### M2 wires, run 1

Drawn at 4 px/um. Cells faint in the background.
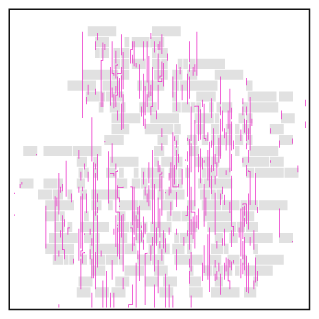
### A small window of the routed layout, run 1

Window x 46 to 66, y 46 to 66 um. Cells in gray, sequential cells in the stronger gray; small squares are vias.
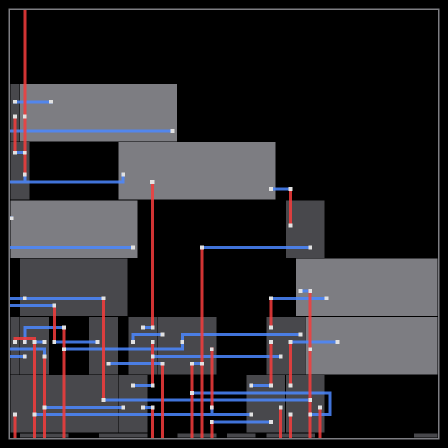
### Nets reached from selected ports, run 1

Drawn at 4 px/um.
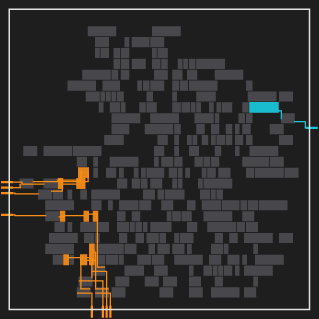
### Clock wiring as the flow saved it, run 1

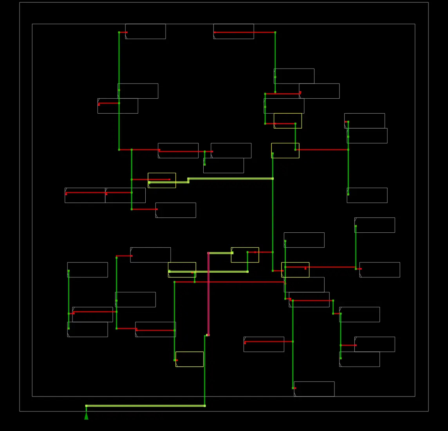
[config.mk]
export PLATFORM = sky130hd
export DESIGN_NAME = integ_iter_scheduler_flat
export DESIGN_NICKNAME = d
export VERILOG_FILES = /design/src/rtl/integ_iter_scheduler_pkg.sv /design/src/rtl/integ_iter_scheduler_if.sv /design/src/rtl/integ_iter_scheduler_watchdog.sv /design/src/rtl/integ_iter_scheduler.sv /design/src/flat_wrapper.sv
export SDC_FILE = /design/constraint.sdc
export NUM_CORES = 1
export LEC_CHECK = 0
export CORE_MARGIN = 2
export CORE_UTILIZATION = 35
export CTS_CLUSTER_SIZE = 16
export DETAILED_ROUTE_END_ITERATION = 12
export GPL_TIMING_DRIVEN = 0
export PLACE_DENSITY = 0.64
export SKIP_CTS_REPAIR_TIMING = 1
export SYNTH_ARGS = -nofsm -noshare
export SYNTH_HDL_FRONTEND = slang
export SYNTH_HIERARCHICAL = 1
export SYNTH_SLANG_ARGS = --single-unit
[constraint.sdc]
create_clock -name clock -period 2.15 [get_ports clock]
set_clock_uncertainty 0.1 [all_clocks]
set_input_delay 0.215 -clock clock [delete_from_list [all_inputs] [get_ports clock]]
set_output_delay 0.215 -clock clock [all_outputs]
set_load 0.05 [all_outputs]
[src/rtl/integ_iter_scheduler_pkg.sv]
// Shared types and default sizing for the change-in-y integration control slice.
package integ_ctrl_pkg;

  localparam int unsigned ITER_W_DEF      = 8;
  localparam int unsigned TIMEOUT_W_DEF   = 8;
  localparam int unsigned TIMEOUT_CYC_DEF = 255;

  typedef enum logic [2:0] {
    IDLE,
    LOAD,
    CALC,
    COMMIT,
    NEXT,
    DONE,
    ERR
  } schedState_t;

endpackage

[src/rtl/integ_iter_scheduler_if.sv]
// Handshake bundle between the module-level controller and the iteration scheduler.
interface integ_iter_scheduler_if
  import integ_ctrl_pkg::*;
#(
  parameter int unsigned ITER_W = ITER_W_DEF
);

  logic              in_enableEntireModule;
  logic [ITER_W-1:0] in_numIters;
  logic              in_accumCalcDoneFlag;
  logic              op_loadOperands;
  logic              op_enableAccumCalc;
  logic              op_commitY;
  logic [ITER_W-1:0] op_iterIndex;
  logic              op_allItersDoneFlag;
  logic              op_timeoutErr;

  modport master (
    output in_enableEntireModule, in_numIters, in_accumCalcDoneFlag,
    input  op_loadOperands, op_enableAccumCalc, op_commitY, op_iterIndex,
           op_allItersDoneFlag, op_timeoutErr
  );

  modport slave (
    input  in_enableEntireModule, in_numIters, in_accumCalcDoneFlag,
    output op_loadOperands, op_enableAccumCalc, op_commitY, op_iterIndex,
           op_allItersDoneFlag, op_timeoutErr
  );

endinterface

[src/rtl/integ_iter_scheduler_watchdog.sv]
// CALC-phase watchdog: counts enabled cycles and flags expiry at TIMEOUT_CYC-1.
module integ_watchdog_timer #(
  parameter int unsigned TIMEOUT_CYC = 255,
  parameter int unsigned TIMEOUT_W   = 8
) (
  input  logic clock,
  input  logic reset,
  input  logic clear,
  input  logic enable,
  output logic expired
);

  localparam logic [TIMEOUT_W-1:0] LIMIT = TIMEOUT_W'(TIMEOUT_CYC - 1);

  logic [TIMEOUT_W-1:0] count;

  // Saturates at the limit so a stalled enable can never wrap back below it.
  always_ff @(posedge clock) begin
    if (!reset || clear) begin
      count <= '0;
    end else if (enable && !expired) begin
      count <= count + TIMEOUT_W'(1);
    end
  end

  always_comb begin
    expired = (count == LIMIT);
  end

endmodule

[src/rtl/integ_iter_scheduler.sv]
// Iteration sequencer: load -> calc (watchdogged) -> commit, repeated for a latched count.
module integ_iter_scheduler
  import integ_ctrl_pkg::*;
#(
  parameter int unsigned ITER_W      = ITER_W_DEF,
  parameter int unsigned TIMEOUT_CYC = TIMEOUT_CYC_DEF,
  parameter int unsigned TIMEOUT_W   = TIMEOUT_W_DEF
) (
  input logic                   clock,
  input logic                   reset,
  integ_iter_scheduler_if.slave bus
);

  schedState_t       state;
  logic [ITER_W-1:0] numLatched;
  logic [ITER_W-1:0] iterIndex;
  logic              timerClear;
  logic              timerEnable;
  logic              timerExpired;

  always_comb begin
    timerClear  = (state == LOAD);
    timerEnable = (state == CALC);
  end

  integ_watchdog_timer #(
    .TIMEOUT_CYC (TIMEOUT_CYC),
    .TIMEOUT_W   (TIMEOUT_W)
  ) watchdog (
    .clock   (clock),
    .reset   (reset),
    .clear   (timerClear),
    .enable  (timerEnable),
    .expired (timerExpired)
  );

  // Outputs are set on the edge that enters the state they belong to, so they
  // are registered yet track the state exactly.
  always_ff @(posedge clock) begin
    if (!reset) begin
      state                   <= IDLE;
      numLatched              <= '0;
      iterIndex               <= '0;
      bus.op_loadOperands     <= 1'b0;
      bus.op_enableAccumCalc  <= 1'b0;
      bus.op_commitY          <= 1'b0;
      bus.op_allItersDoneFlag <= 1'b0;
      bus.op_timeoutErr       <= 1'b0;
    end else begin
      bus.op_loadOperands     <= 1'b0;
      bus.op_enableAccumCalc  <= 1'b0;
      bus.op_commitY          <= 1'b0;
      bus.op_allItersDoneFlag <= 1'b0;
      bus.op_timeoutErr       <= 1'b0;
      unique case (state)
        IDLE: begin
          if (bus.in_enableEntireModule) begin
            numLatched <= bus.in_numIters;
            iterIndex  <= '0;
            if (bus.in_numIters == '0) begin
              state                   <= DONE;
              bus.op_allItersDoneFlag <= 1'b1;
            end else begin
              state               <= LOAD;
              bus.op_loadOperands <= 1'b1;
            end
          end
        end
        LOAD: begin
          if (!bus.in_enableEntireModule) begin
            state <= IDLE;
          end else begin
            state                  <= CALC;
            bus.op_enableAccumCalc <= 1'b1;
          end
        end
        CALC: begin
          if (!bus.in_enableEntireModule) begin
            state <= IDLE;
          end else if (bus.in_accumCalcDoneFlag) begin
            state          <= COMMIT;
            bus.op_commitY <= 1'b1;
          end else if (timerExpired) begin
            state             <= ERR;
            bus.op_timeoutErr <= 1'b1;
          end else begin
            bus.op_enableAccumCalc <= 1'b1;
          end
        end
        COMMIT: begin
          if (!bus.in_enableEntireModule) begin
            state <= IDLE;
          end else if (iterIndex == numLatched - ITER_W'(1)) begin
            state                   <= DONE;
            bus.op_allItersDoneFlag <= 1'b1;
          end else begin
            state <= NEXT;
          end
        end
        NEXT: begin
          if (!bus.in_enableEntireModule) begin
            state <= IDLE;
          end else begin
            iterIndex           <= iterIndex + ITER_W'(1);
            state               <= LOAD;
            bus.op_loadOperands <= 1'b1;
          end
        end
        DONE: begin
          if (bus.in_enableEntireModule) begin
            bus.op_allItersDoneFlag <= 1'b1;
          end else begin
            state <= IDLE;
          end
        end
        ERR: begin
          if (bus.in_enableEntireModule) begin
            bus.op_timeoutErr <= 1'b1;
          end else begin
            state <= IDLE;
          end
        end
        default: state <= IDLE;
      endcase
    end
  end

  always_comb begin
    bus.op_iterIndex = iterIndex;
  end

endmodule

[src/flat_wrapper.sv]
// flat-port wrapper written by rule: the top's interface ports become plain ports
module integ_iter_scheduler_flat import integ_ctrl_pkg::*;
#(
  parameter int unsigned ITER_W      = ITER_W_DEF,
  parameter int unsigned TIMEOUT_CYC = TIMEOUT_CYC_DEF,
  parameter int unsigned TIMEOUT_W   = TIMEOUT_W_DEF
)
  (clock, reset, bus_in_enableEntireModule, bus_in_numIters, bus_in_accumCalcDoneFlag, bus_op_loadOperands, bus_op_enableAccumCalc, bus_op_commitY, bus_op_iterIndex, bus_op_allItersDoneFlag, bus_op_timeoutErr);
  integ_iter_scheduler_if #(.ITER_W(ITER_W)) bus_i ();
  input logic clock;
  input logic reset;
  input wire logic [$bits(bus_i.in_enableEntireModule)-1:0] bus_in_enableEntireModule;
  input wire logic [$bits(bus_i.in_numIters)-1:0] bus_in_numIters;
  input wire logic [$bits(bus_i.in_accumCalcDoneFlag)-1:0] bus_in_accumCalcDoneFlag;
  output wire logic [$bits(bus_i.op_loadOperands)-1:0] bus_op_loadOperands;
  output wire logic [$bits(bus_i.op_enableAccumCalc)-1:0] bus_op_enableAccumCalc;
  output wire logic [$bits(bus_i.op_commitY)-1:0] bus_op_commitY;
  output wire logic [$bits(bus_i.op_iterIndex)-1:0] bus_op_iterIndex;
  output wire logic [$bits(bus_i.op_allItersDoneFlag)-1:0] bus_op_allItersDoneFlag;
  output wire logic [$bits(bus_i.op_timeoutErr)-1:0] bus_op_timeoutErr;
  assign bus_i.in_enableEntireModule = bus_in_enableEntireModule;
  assign bus_i.in_numIters = bus_in_numIters;
  assign bus_i.in_accumCalcDoneFlag = bus_in_accumCalcDoneFlag;
  assign bus_op_loadOperands = bus_i.op_loadOperands;
  assign bus_op_enableAccumCalc = bus_i.op_enableAccumCalc;
  assign bus_op_commitY = bus_i.op_commitY;
  assign bus_op_iterIndex = bus_i.op_iterIndex;
  assign bus_op_allItersDoneFlag = bus_i.op_allItersDoneFlag;
  assign bus_op_timeoutErr = bus_i.op_timeoutErr;
  integ_iter_scheduler #(.ITER_W(ITER_W), .TIMEOUT_CYC(TIMEOUT_CYC), .TIMEOUT_W(TIMEOUT_W)) u_core (.clock(clock), .reset(reset), .bus(bus_i));
endmodule
==> flow.log, run 1 <==
[report] extracting results
[metrics] routed length on met3: between 100 and 150 um
[metrics] mean number of vias per cell: roughly 5
[metrics] part of the total power dissipated in sequential elements: around 48%
[metrics] proportion of synthesized chip area in sequential cells: 36.6%
[metrics] Horiz. Die Dim: between 70 and 80 um
[metrics] met1 usage in global routing: around 22%
[metrics] DR DRC count: 0
[metrics] simple share: about a third
[metrics] cell total in the yosys stat output: about 220
[metrics] slowest stage cell on the critical path: or3b_2
[metrics] result of the run: finished, final reports clean
[metrics] area fraction of the dominant cell type after synthesis: between 30% and 40%
[metrics] core area: between 0.004 and 0.005 sq mm
[metrics] Core Density at Floorplan: 36.8%
[metrics] power in combinational cells: between 0.15 and 0.2 mW
[metrics] clock period minus worst slack: roughly 2000 ps
[metrics] Cell Chain, Critical Path: inv_1 > ha_1 > or3b_2 > nor3_1 > xnor2_1 > o2111ai_2 > a21boi_1
[metrics] Most common reg cell: dfxtp_1
[metrics] Worst-Margin Slew: about 500 ps
[metrics] number of cells in the design after placement: slightly above 300
[metrics] count of final max-slew check failures: 0
[metrics] level count of the clock H-tree: 2
[metrics] aoi share: between 10% and 20%
[metrics] top power group: registers
[metrics] # fillers: 498
[metrics] synthesized instance count: 216
[metrics] Row Count: 25
[metrics] crit share post-route: between 90% and 100%
[metrics] length of the first detailed-routing pass in iterations: 4
About 'M2 wires':
- longest straight run: 28.9 um
- main direction: vertical
- nets with wire on the layer: 208
- wire length on this layer: 1610 um
- share of all routed wire: 42%

About 'A small window of the routed layout':
- M1: blue
- M2: red
- most frequent: dfxtp_1 (5)
- netlist names of flops here include: u_core/watchdog/count (2)
- cells with their middle in the window: 16
- sequential cells in the window: 5

About 'Nets reached from selected ports':
- bus_in_numIters: orange (bits 8; direction input; end cells 11; buffers 8; wire 162 um)
- bus_op_enableAccumCalc: cyan (bits 1; direction output; end cells 1; buffers 1; wire 7.50 um)

About 'Clock wiring as the flow saved it':
clk pwr: 0.495 mW
Clock Latency Late Sink: 280 ps
number of buffers created by CTS: 5
Clock Sinks: 32

-- run 1: path summary, 6_finish.rpt --
kind              slack (ps)                        endpoint                      from  depth (start not counted)
setup / recovery         160  u_core/bus.op_allItersDoneFlag      u_core/numLatched[0]                          7
hold / removal           390        u_core/watchdog/count[7]  u_core/watchdog/count[7]                          2
setup reg to reg         160  u_core/bus.op_allItersDoneFlag      u_core/numLatched[0]                          7
hold reg to reg          390        u_core/watchdog/count[7]  u_core/watchdog/count[7]                          2
-- run 1: layout make-up --
type	instances	area, sq um	share of cell area (%)
Multi-Input combinational cell	171	1060	48.7
Inverter	8	30.0	1.38
Timing Repair Buffer	24	240	11.1
Sequential cell	32	641	29.5
Clock buffer	7	96.3	4.44
Buffer	5	21.3	0.981
Tap cell	67	83.8	3.87
==> inputs of run 2 (changes only) <==
--- a/config.mk
+++ b/config.mk
@@ -5,6 +5,7 @@
 export SDC_FILE = /design/constraint.sdc
 export NUM_CORES = 1
 export LEC_CHECK = 0
+export CORE_ASPECT_RATIO = 0.6
 export CORE_MARGIN = 2
 export CORE_UTILIZATION = 35
 export CTS_CLUSTER_SIZE = 16
==> constraint.sdc (replaced) <==
create_clock -name clock -period 2.15 [get_ports clock]
set_clock_uncertainty 0.1 [all_clocks]
set_input_delay 0.3225 -clock clock [delete_from_list [all_inputs] [get_ports clock]]
set_output_delay 0.3225 -clock clock [all_outputs]
set_load 0.05 [all_outputs]
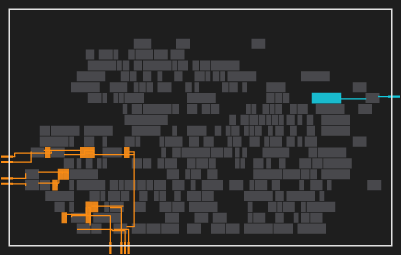
*Nets reached from selected ports, run 2*
Drawn at 4 px/um.
- bus_op_enableAccumCalc: cyan (bits 1; direction output; end cells 1; buffers 1; wire 9.90 um)
- bus_in_numIters: orange (bits 8; direction input; end cells 11; buffers 8; wire 168 um)

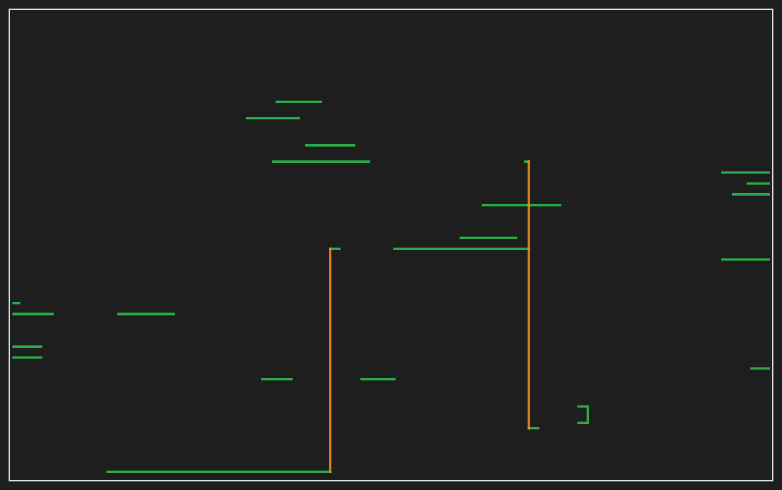
*Routed metal, one color a layer, run 2*
Drawn at 8 px/um. Two of the layers only.
- M3: green (wire length 146 um)
- M4: orange (wire length 61.2 um)

==> run 2 against run 1 <==
  * Sequential share of layout area shrank 0.12 points
  * Core utilization grew 0.88 points
  * Synthesized cell count is the same
  * Largest cell class unchanged
  * Highest routed layer unchanged
==> flow.log, run 2 <==
[report] extracting results
[metrics] Worst R2R Path Depth: 7
[metrics] result of the run: finished, final reports clean
[metrics] count of final max-slew check failures: 0
[metrics] part of the total power dissipated in sequential elements: 45.8%
[metrics] area fraction of the dominant cell type after synthesis: a little over a third
[metrics] number of cells in the design after placement: 303
[metrics] instance count along the most critical hold path: 2
[metrics] power in combinational cells: 0.181 mW
[metrics] worst setup path startpoint: u_core/bus.op_iterIndex[0]
[metrics] level count of the clock H-tree: 2
[metrics] # fillers: 454
[metrics] met1 usage in global routing: around 25%
[metrics] length of the first detailed-routing pass in iterations: 4
[metrics] synthesized instance count: 216
[metrics] proportion of synthesized chip area in sequential cells: 36.6%
[metrics] DR DRC count: 0
[metrics] number of buffers created by CTS: 5
[metrics] clock period minus worst slack: approximately 2100 ps
[metrics] core area: 0.00468 sq mm
[metrics] Row Count: 19
[metrics] Clock Latency Late Sink: ~290 ps
[metrics] slowest stage cell on the critical path: clkdlybuf4s50_1
[metrics] Clock Sinks: 32
[metrics] mean number of vias per cell: just over 5
[metrics] Cell Chain, Critical Path: clkdlybuf4s50_1
run 2: cell counts after synthesis:
Identical to the previous run, type by type.
run 2: cell type report:
cell class,count,area (sq um),area share (%)
Multi-Input combinational cell,171,1060,48.5
Sequential cell,32,641,29.4
Timing Repair Buffer,24,243,11.1
Tap cell,63,78.8,3.62
Clock buffer,6,72.6,3.33
Clock inverter,2,35.0,1.61
Inverter,8,30.0,1.38
Buffer,5,21.3,0.977
run 2: logic make-up after synthesis:
kind of cell	count (synthesis)	share of synthesized area, %
xor gates and xnor gates	14	7.02
adders and majority gates	4	2.86
and+or+nand+nor	111	33.4
AOI/OAI and AO/OA	40	16.0
muxes	2	1.15
buffers and inverters	13	2.93
DFF	32	36.6
Power is estimated from default activity; no workload was simulated.
